Figure 1. The clock network.
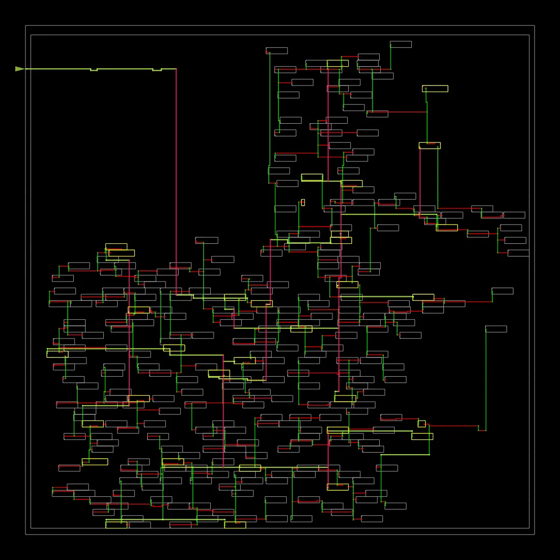
Figure 2. Wiring by layer.
Two of the layers only.
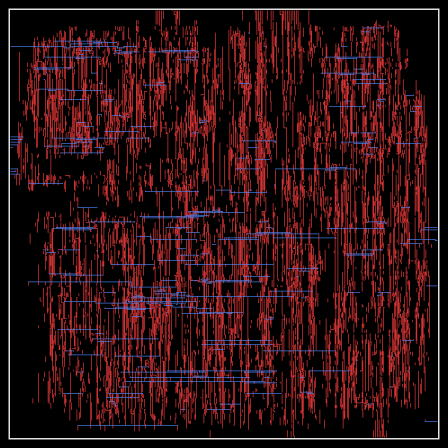
Figure 3. Wire density map.
22 x 22 tiles, from dark purple (low) to yellow (high), scaled to the fullest tile. Values are wire area over tile area, all layers added.
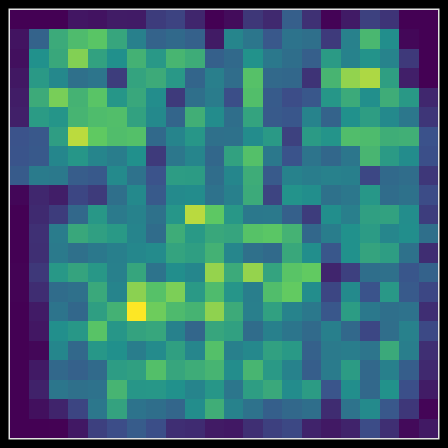
===== config.mk =====
export PLATFORM = sky130hd
export DESIGN_NAME = conv_filter_engine_flat
export DESIGN_NICKNAME = d
export VERILOG_FILES = /design/src/rtl/conv_filter_pkg.sv /design/src/rtl/conv_filter_engine_if.sv /design/src/rtl/conv_tap_addr_gen.sv /design/src/rtl/conv_filter_engine.sv /design/src/flat_wrapper.sv
export SDC_FILE = /design/constraint.sdc
export NUM_CORES = 1
export LEC_CHECK = 0
export ABC_AREA = 1
export CORE_MARGIN = 2
export CORE_UTILIZATION = 45
export CTS_CLUSTER_DIAMETER = 120
export CTS_CLUSTER_SIZE = 12
export DETAILED_ROUTE_END_ITERATION = 7
export SKIP_LAST_GASP = 1
export SLEW_MARGIN = 15
export SYNTH_ARGS = -nofsm -noshare
export SYNTH_HDL_FRONTEND = slang
export SYNTH_HIERARCHICAL = 1
export SYNTH_SLANG_ARGS = --single-unit
export TNS_END_PERCENT = 50

===== constraint.sdc =====
create_clock -name clk -period 8.9 [get_ports clk]
set_input_delay 1.78 -clock clk [delete_from_list [all_inputs] [get_ports clk]]
set_output_delay 1.78 -clock clk [all_outputs]
set_load 0.01 [all_outputs]

===== src/rtl/conv_filter_pkg.sv =====
// Shared types and helpers for the KxK convolution engine.
package conv_filter_pkg;

   typedef enum logic [2:0] {
      S_IDLE, S_COEF, S_READ, S_DRAIN, S_NORM, S_OUT, S_DONE
   } state_e;

   localparam logic BORDER_ZERO = 1'b0;
   localparam logic BORDER_REPL = 1'b1;

   // Signed accumulator wide enough for K*K products of a signed coef and an unsigned pixel.
   function automatic int acc_width(input int pix_w, input int coef_w, input int k);
      return pix_w + 1 + coef_w + $clog2(k * k);
   endfunction

endpackage


===== src/rtl/conv_filter_engine_if.sv =====
// Control, coefficient, memory and result-stream signals of the convolution engine.
interface conv_filter_engine_if #(
   parameter int PIX_W  = 8,
   parameter int COEF_W = 8,
   parameter int ADDR_W = 16
) ();
   logic              start;
   logic              load_coef;
   logic              border_mode;
   logic              abs_mode;
   logic [3:0]        shift;
   logic              fc_valid;
   logic [COEF_W-1:0] fc;
   logic              rd_en;
   logic [ADDR_W-1:0] addr;
   logic [PIX_W-1:0]  rdata;
   logic [PIX_W-1:0]  out_pixel;
   logic              out_valid;
   logic              out_ready;
   logic              busy;
   logic              done;

   modport master (
      output start, load_coef, border_mode, abs_mode, shift, fc_valid, fc, rdata, out_ready,
      input  rd_en, addr, out_pixel, out_valid, busy, done
   );

   modport slave (
      input  start, load_coef, border_mode, abs_mode, shift, fc_valid, fc, rdata, out_ready,
      output rd_en, addr, out_pixel, out_valid, busy, done
   );
endinterface


===== src/rtl/conv_tap_addr_gen.sv =====
// Maps pixel (x,y) and tap index t to a memory address, applying the border policy.
module conv_tap_addr_gen
   import conv_filter_pkg::*;
#(
   parameter int IMG_W  = 256,
   parameter int IMG_H  = 256,
   parameter int K      = 5,
   parameter int ADDR_W = 16,
   parameter int XW     = 8,
   parameter int YW     = 8,
   parameter int TW     = 5
) (
   input  logic [XW-1:0]     x_i,
   input  logic [YW-1:0]     y_i,
   input  logic [TW-1:0]     t_i,
   input  logic              border_mode_i,
   output logic [ADDR_W-1:0] addr_o,
   output logic              in_range_o,
   output logic              issue_o
);
   int cx, cy;

   always_comb begin
      cx = int'(x_i) + int'(t_i) % K - K / 2;
      cy = int'(y_i) + int'(t_i) / K - K / 2;
      in_range_o = (cx >= 0) && (cx < IMG_W) && (cy >= 0) && (cy < IMG_H);
      issue_o    = in_range_o || (border_mode_i == BORDER_REPL);
      // Clamped coordinate is the replicate address; harmless when the tap is not issued.
      if (cx < 0)          cx = 0;
      else if (cx >= IMG_W) cx = IMG_W - 1;
      if (cy < 0)          cy = 0;
      else if (cy >= IMG_H) cy = IMG_H - 1;
      addr_o = ADDR_W'(cy * IMG_W + cx);
   end
endmodule


===== src/rtl/conv_filter_engine.sv =====
// Streaming KxK convolution over a synchronous-read image memory, one result per pixel.
module conv_filter_engine
   import conv_filter_pkg::*;
#(
   parameter int IMG_W  = 256,
   parameter int IMG_H  = 256,
   parameter int K      = 5,
   parameter int PIX_W  = 8,
   parameter int COEF_W = 8,
   parameter int RD_LAT = 1,
   parameter int ADDR_W = $clog2(IMG_W * IMG_H)
) (
   input logic                 clk,
   input logic                 rst_n,
   conv_filter_engine_if.slave bus
);
   localparam int TAPS  = K * K;
   localparam int XW    = (IMG_W > 1) ? $clog2(IMG_W) : 1;
   localparam int YW    = (IMG_H > 1) ? $clog2(IMG_H) : 1;
   localparam int TW    = $clog2(TAPS);
   localparam int ACC_W = acc_width(PIX_W, COEF_W, K);
   localparam logic signed [ACC_W-1:0] PIX_MAX = ACC_W'(2 ** PIX_W - 1);

   state_e                   state_q, state_d;
   logic [XW-1:0]            x_q;
   logic [YW-1:0]            y_q;
   logic [TW-1:0]            t_q;
   logic                     border_q, abs_q;
   logic [3:0]               shift_q;
   logic signed [COEF_W-1:0] coef_q [TAPS];
   logic signed [ACC_W-1:0]  acc_q;
   logic [PIX_W-1:0]         pix_q;
   logic                     ovld_q;

   logic [ADDR_W-1:0] tap_addr;
   logic              tap_in_range, tap_issue, tap_vld, tap_use;
   logic              last_tap, drain_end, last_x, last_y, accept;

   // Tap tracking: stage 0 is the issue cycle, stage RD_LAT lines up with rdata.
   logic [RD_LAT:1]           vld_q, use_q;
   logic [RD_LAT:1][TW-1:0]   tidx_q;
   logic [RD_LAT:0]           vld_pipe, use_pipe;
   logic [RD_LAT:0][TW-1:0]   tidx_pipe;

   logic signed [ACC_W-1:0] coef_x, pix_x, prod, acc_base, shifted, mag;
   logic [PIX_W-1:0]        norm_pix;

   conv_tap_addr_gen #(
      .IMG_W(IMG_W), .IMG_H(IMG_H), .K(K), .ADDR_W(ADDR_W), .XW(XW), .YW(YW), .TW(TW)
   ) u_tap (
      .x_i(x_q), .y_i(y_q), .t_i(t_q), .border_mode_i(border_q),
      .addr_o(tap_addr), .in_range_o(tap_in_range), .issue_o(tap_issue)
   );

   assign last_tap  = (t_q == TW'(TAPS - 1));
   assign drain_end = (t_q == TW'(RD_LAT - 1));
   assign last_x    = (x_q == XW'(IMG_W - 1));
   assign last_y    = (y_q == YW'(IMG_H - 1));
   assign accept    = ovld_q && bus.out_ready;
   assign tap_use   = tap_in_range || (border_q == BORDER_REPL);

   assign vld_pipe  = {vld_q, tap_vld};
   assign use_pipe  = {use_q, tap_use};
   assign tidx_pipe = {tidx_q, t_q};

   always_ff @(posedge clk or negedge rst_n) begin
      if (!rst_n) state_q <= S_IDLE;
      else        state_q <= state_d;
   end

   always_comb begin
      state_d = state_q;
      unique case (state_q)
         S_IDLE:  if (bus.start) state_d = bus.load_coef ? S_COEF : S_READ;
         S_COEF:  if (bus.fc_valid && last_tap) state_d = S_READ;
         S_READ:  if (last_tap) state_d = S_DRAIN;
         S_DRAIN: if (drain_end) state_d = S_NORM;
         S_NORM:  state_d = S_OUT;
         S_OUT:   if (accept) state_d = (last_x && last_y) ? S_DONE : S_READ;
         S_DONE:  state_d = S_IDLE;
         default: state_d = S_IDLE;
      endcase
   end

   always_comb begin
      tap_vld       = 1'b0;
      bus.rd_en     = 1'b0;
      bus.addr      = '0;
      if (state_q == S_READ) begin
         tap_vld   = 1'b1;
         bus.rd_en = tap_issue;
         bus.addr  = tap_issue ? tap_addr : '0;
      end
      bus.busy      = (state_q != S_IDLE);
      bus.done      = (state_q == S_DONE);
      bus.out_pixel = pix_q;
      bus.out_valid = ovld_q;
   end

   always_comb begin
      coef_x   = ACC_W'(coef_q[tidx_pipe[RD_LAT]]);
      pix_x    = $signed(ACC_W'({1'b0, bus.rdata}));
      prod     = use_pipe[RD_LAT] ? coef_x * pix_x : '0;
      acc_base = (tidx_pipe[RD_LAT] == '0) ? '0 : acc_q;
      shifted  = acc_q >>> shift_q;
      mag      = (abs_q && shifted < 0) ? -shifted : shifted;
      if (mag < 0)            norm_pix = '0;
      else if (mag > PIX_MAX) norm_pix = '1;
      else                    norm_pix = mag[PIX_W-1:0];
   end

   always_ff @(posedge clk or negedge rst_n) begin
      if (!rst_n) begin
         x_q      <= '0;
         y_q      <= '0;
         t_q      <= '0;
         border_q <= BORDER_ZERO;
         abs_q    <= 1'b0;
         shift_q  <= '0;
         acc_q    <= '0;
         pix_q    <= '0;
         ovld_q   <= 1'b0;
         vld_q    <= '0;
         use_q    <= '0;
         tidx_q   <= '0;
         for (int i = 0; i < TAPS; i++) coef_q[i] <= '0;
      end else begin
         vld_q  <= vld_pipe[RD_LAT-1:0];
         use_q  <= use_pipe[RD_LAT-1:0];
         tidx_q <= tidx_pipe[RD_LAT-1:0];
         if (vld_pipe[RD_LAT]) acc_q <= acc_base + prod;
         unique case (state_q)
            S_IDLE: if (bus.start) begin
               border_q <= bus.border_mode;
               abs_q    <= bus.abs_mode;
               shift_q  <= bus.shift;
               x_q      <= '0;
               y_q      <= '0;
               t_q      <= '0;
            end
            S_COEF: if (bus.fc_valid) begin
               coef_q[t_q] <= bus.fc;
               t_q         <= last_tap ? '0 : t_q + TW'(1);
            end
            S_READ:  t_q <= last_tap ? '0 : t_q + TW'(1);
            S_DRAIN: t_q <= drain_end ? '0 : t_q + TW'(1);
            S_NORM: begin
               pix_q  <= norm_pix;
               ovld_q <= 1'b1;
            end
            S_OUT: if (accept) begin
               ovld_q <= 1'b0;
               x_q    <= last_x ? '0 : x_q + XW'(1);
               if (last_x) y_q <= last_y ? '0 : y_q + YW'(1);
            end
            default: ;
         endcase
      end
   end
endmodule


===== src/flat_wrapper.sv =====
// flat-port wrapper written by rule: the top's interface ports become plain ports
module conv_filter_engine_flat import conv_filter_pkg::*;
#(
   parameter int IMG_W  = 256,
   parameter int IMG_H  = 256,
   parameter int K      = 5,
   parameter int PIX_W  = 8,
   parameter int COEF_W = 8,
   parameter int RD_LAT = 1,
   parameter int ADDR_W = $clog2(IMG_W * IMG_H)
)
  (clk, rst_n, bus_start, bus_load_coef, bus_border_mode, bus_abs_mode, bus_shift, bus_fc_valid, bus_fc, bus_rdata, bus_out_ready, bus_rd_en, bus_addr, bus_out_pixel, bus_out_valid, bus_busy, bus_done);
  conv_filter_engine_if #(.PIX_W(PIX_W), .COEF_W(COEF_W), .ADDR_W(ADDR_W)) bus_i ();
  input logic clk;
  input logic rst_n;
  input wire logic [$bits(bus_i.start)-1:0] bus_start;
  input wire logic [$bits(bus_i.load_coef)-1:0] bus_load_coef;
  input wire logic [$bits(bus_i.border_mode)-1:0] bus_border_mode;
  input wire logic [$bits(bus_i.abs_mode)-1:0] bus_abs_mode;
  input wire logic [$bits(bus_i.shift)-1:0] bus_shift;
  input wire logic [$bits(bus_i.fc_valid)-1:0] bus_fc_valid;
  input wire logic [$bits(bus_i.fc)-1:0] bus_fc;
  input wire logic [$bits(bus_i.rdata)-1:0] bus_rdata;
  input wire logic [$bits(bus_i.out_ready)-1:0] bus_out_ready;
  output wire logic [$bits(bus_i.rd_en)-1:0] bus_rd_en;
  output wire logic [$bits(bus_i.addr)-1:0] bus_addr;
  output wire logic [$bits(bus_i.out_pixel)-1:0] bus_out_pixel;
  output wire logic [$bits(bus_i.out_valid)-1:0] bus_out_valid;
  output wire logic [$bits(bus_i.busy)-1:0] bus_busy;
  output wire logic [$bits(bus_i.done)-1:0] bus_done;
  assign bus_i.start = bus_start;
  assign bus_i.load_coef = bus_load_coef;
  assign bus_i.border_mode = bus_border_mode;
  assign bus_i.abs_mode = bus_abs_mode;
  assign bus_i.shift = bus_shift;
  assign bus_i.fc_valid = bus_fc_valid;
  assign bus_i.fc = bus_fc;
  assign bus_i.rdata = bus_rdata;
  assign bus_i.out_ready = bus_out_ready;
  assign bus_rd_en = bus_i.rd_en;
  assign bus_addr = bus_i.addr;
  assign bus_out_pixel = bus_i.out_pixel;
  assign bus_out_valid = bus_i.out_valid;
  assign bus_busy = bus_i.busy;
  assign bus_done = bus_i.done;
  conv_filter_engine #(.IMG_W(IMG_W), .IMG_H(IMG_H), .K(K), .PIX_W(PIX_W), .COEF_W(COEF_W), .RD_LAT(RD_LAT), .ADDR_W(ADDR_W)) u_core (.clk(clk), .rst_n(rst_n), .bus(bus_i));
endmodule

==> report_table.html <==
<h3>Run summary</h3>
<table>
<tr><th>Metric</th><th>Value</th></tr>
<tr><th colspan="2">Routing</th></tr>
<tr><td>Violation count after the first detailed-route iteration</td><td>1,684</td></tr>
<tr><td>Post-route DRC violation count</td><td>0</td></tr>
<tr><td>Tally of nets with antenna violations remaining after routing</td><td>0</td></tr>
<tr><td>Wire length on met2</td><td>27,600 µm</td></tr>
<tr><td>Length of routed met3 wiring</td><td>2910 µm</td></tr>
<tr><td>Top Layer Used</td><td>met4</td></tr>
<tr><th colspan="2">Placed design</th></tr>
<tr><td>Number of buffer cells added on primary ports</td><td>55</td></tr>
<tr><td>Place WS</td><td>0.186 ns</td></tr>
<tr><td>Placed instance count</td><td>3,602</td></tr>
<tr><td>Placed instance area</td><td>0.0219 mm²</td></tr>
<tr><td>Post-DP HPWL</td><td>44,000 µm</td></tr>
<tr><td>Routability Congestion</td><td>0.931</td></tr>
<tr><th colspan="2">GRT</th></tr>
<tr><td>First-pass GRT wire length</td><td>98,600 µm</td></tr>
<tr><td>Largest net degree at the start of global routing</td><td>164</td></tr>
<tr><td>Fraction of met1 tracks used by global routing</td><td>36.2%</td></tr>
<tr><td>Initial antenna violation count</td><td>0</td></tr>
<tr><td>Number of global-route vias before repair</td><td>18,922</td></tr>
<tr><td>Top Usage Layer GRT</td><td>met2</td></tr>
<tr><td>Total congestion overflow after global routing</td><td>0</td></tr>
<tr><th colspan="2">Timing</th></tr>
<tr><td>PnR worst setup slack</td><td>0.382 ns</td></tr>
<tr><td>Final Hold Violating Endpoints</td><td>0</td></tr>
<tr><td>Actual transition at the worst max-transition pin</td><td>0.982 ns</td></tr>
<tr><td>Maximum clock frequency</td><td>117 MHz</td></tr>
<tr><td>Hold slack final</td><td>0.478 ns</td></tr>
<tr><td>Setup TNS after final layout</td><td>0 ns</td></tr>
<tr><td>Number of pins with negative max-slew slack in the final report</td><td>0</td></tr>
<tr><td>Ratio of final minimum period to clock period</td><td>95.7%</td></tr>
<tr><th colspan="2">Synthesis</th></tr>
<tr><td>Ys async rst share</td><td>100%</td></tr>
<tr><td>Post-synthesis sequential area ratio</td><td>32.3%</td></tr>
<tr><td>Average footprint of a synthesized cell</td><td>6.87 µm²</td></tr>
<tr><td>Area of the mapped netlist</td><td>0.0208 mm²</td></tr>
<tr><td>Yosys Instances</td><td>3,027</td></tr>
<tr><td>Most area-hungry cell type in the Yosys netlist</td><td>sky130_fd_sc_hd__dfrtp_1</td></tr>
<tr><td>Top-count cell post-synth</td><td>sky130_fd_sc_hd__nand2_1</td></tr>
<tr><td>Max-area cell share</td><td>32.3%</td></tr>
<tr><td>Count of flip-flops with a built-in enable after synthesis</td><td>0</td></tr>
<tr><td>Leading post-synthesis cells by cell area</td><td>sky130_fd_sc_hd__dfrtp_1 (32%), sky130_fd_sc_hd__nand2_1 (15%), sky130_fd_sc_hd__o21ai_0 (9.3%)</td></tr>
<tr><td>Gate count after technology mapping</td><td>3,027</td></tr>
<tr><td>Synthesized flop and latch total</td><td>268</td></tr>
<tr><td>Post-synthesis chip area from yosys</td><td>0.0208 mm²</td></tr>
<tr><th colspan="2">Clock network</th></tr>
<tr><td>Setup fix buffers added after clock tree synthesis</td><td>0</td></tr>
<tr><td>Clock Tree Buf Depth</td><td>3</td></tr>
<tr><td>Post-CTS Hold Buffers</td><td>0</td></tr>
<tr><td>Clock root buffer</td><td>sky130_fd_sc_hd__clkbuf_16</td></tr>
<tr><td>Cells resized by post-CTS repair</td><td>8</td></tr>
<tr><td>CTS tree</td><td>done</td></tr>
<tr><td>Number of CTS-inserted buffers</td><td>27</td></tr>
<tr><th colspan="2">Final layout</th></tr>
<tr><td>Ratio of cells with drive above 1 in the final layout</td><td>5.33%</td></tr>
<tr><td>Most frequent cells in the layout</td><td>sky130_fd_sc_hd__nand2_1 (816), sky130_fd_sc_hd__o21ai_0 (386), sky130_fd_sc_hd__inv_1 (346)</td></tr>
<tr><td>Synthesis-to-layout area growth</td><td>9.85%</td></tr>
<tr><td>Final Non-Filler Cells</td><td>3,639</td></tr>
<tr><td>Area taken by multi-input logic gates</td><td>0.0124 mm²</td></tr>
<tr><td>Final Core Density</td><td>50.2%</td></tr>
<tr><td># diodes</td><td>0</td></tr>
<tr><td>Cell area after layout</td><td>0.0228 mm²</td></tr>
<tr><td>Final net count</td><td>3,237</td></tr>
<tr><td>Filler instances</td><td>4,601</td></tr>
<tr><th colspan="2">Critical path</th></tr>
<tr><td>Startpoint type of the worst setup path</td><td>flip-flop</td></tr>
<tr><td>Largest delay share family, worst path</td><td>simple AND/OR/NAND/NOR gates</td></tr>
<tr><td>Top cell by count, worst path</td><td>sky130_fd_sc_hd__nand2_1</td></tr>
<tr><td>Path length in cells of the critical path</td><td>44</td></tr>
<tr><td>Critical path startpoint</td><td>u_core/t_q[2]$_DFFE_PN0P_</td></tr>
<tr><td>Critical path endpoint category</td><td>output pin</td></tr>
<tr><td>Combined buffer and inverter count along the critical path</td><td>8</td></tr>
<tr><td>Crit-path max cell delay</td><td>0.58 ns</td></tr>
<tr><td>Endpoint of the most critical setup path</td><td>bus_addr[1]</td></tr>
<tr><td>Crit path kind</td><td>flip-flop to output pin</td></tr>
<tr><td>Reg2reg end</td><td>u_core/acc_q[20]$_DFFE_PN0P_</td></tr>
<tr><td>Peak fanout along the critical path</td><td>16</td></tr>
<tr><th colspan="2">Run status</th></tr>
<tr><td>Status</td><td>complete, no violations</td></tr>
<tr><th colspan="2">Floorplan</th></tr>
<tr><td>Chip width</td><td>219 µm</td></tr>
<tr><td>Core region area</td><td>0.0455 mm²</td></tr>
<tr><td>Die Y-Extent</td><td>219 µm</td></tr>
<tr><td>Initial standard-cell utilization of the core</td><td>45.7%</td></tr>
<tr><th colspan="2">Min path</th></tr>
<tr><td>Launch point of the worst hold path</td><td>u_core/coef_q[90]$_DFFE_PN0P_</td></tr>
<tr><td>WHS Endpoint</td><td>u_core/coef_q[90]$_DFFE_PN0P_</td></tr>
<tr><th colspan="2">Run</th></tr>
<tr><td>Number of warnings in the stage logs</td><td>37</td></tr>
<tr><td>Total of max-cap violations</td><td>0</td></tr>
</table>
Back to the opening pictures, Figure 1:
clock sink count: 268
clock latency on the worst-skew pair: 0.58 ns

Back to the opening pictures, Figure 2:
layer	colour	wire length
met2	red	27.6 mm
met3	blue	2,910 µm
total via count after detailed routing: 19,742
Total Wirelength: 59,900 µm
post-DR wirelength/cell: 16.5 µm
All-Layer GR Usage: 25.4%

Back to the opening pictures, Figure 3:
fullest tile	0.50
mean over tiles	0.20
nearly empty tiles	5.8%
tiles over half the peak	32%
densest ninth of the die	centre

-- cell type report --
type                    instances  area share, %
clock buffers                  28           2.97
repair buffers                 82           3.68
well taps                     600           3.29
multi-input cells            2296           54.2
clock inverters                 5          0.520
flip-flops and latches        268           29.4
inverters                     360           5.92
-- state kept, by name, summed over array words and instances (netlist names), 3 cells and up --
signal                cells
u_core/coef_q           200
u_core/acc_q             22
u_core/bus.out_pixel      8
u_core/x_q                8
u_core/y_q                8
u_core/t_q                5
u_core/tidx_q             5
u_core/shift_q            4
u_core/state_q            3
-- logic make-up after synthesis --
logic type                 after synthesis  synth area share (%)
and+or+nand+nor                       1464                  29.6
buffers and inverters                  470                  8.68
xor gates and xnor gates                56                  2.36
AOI/OAI and AO/OA                      594                  15.1
other                                    1                0.0180
DFF                                    268                  32.3
adders and majority gates              174                  12.0
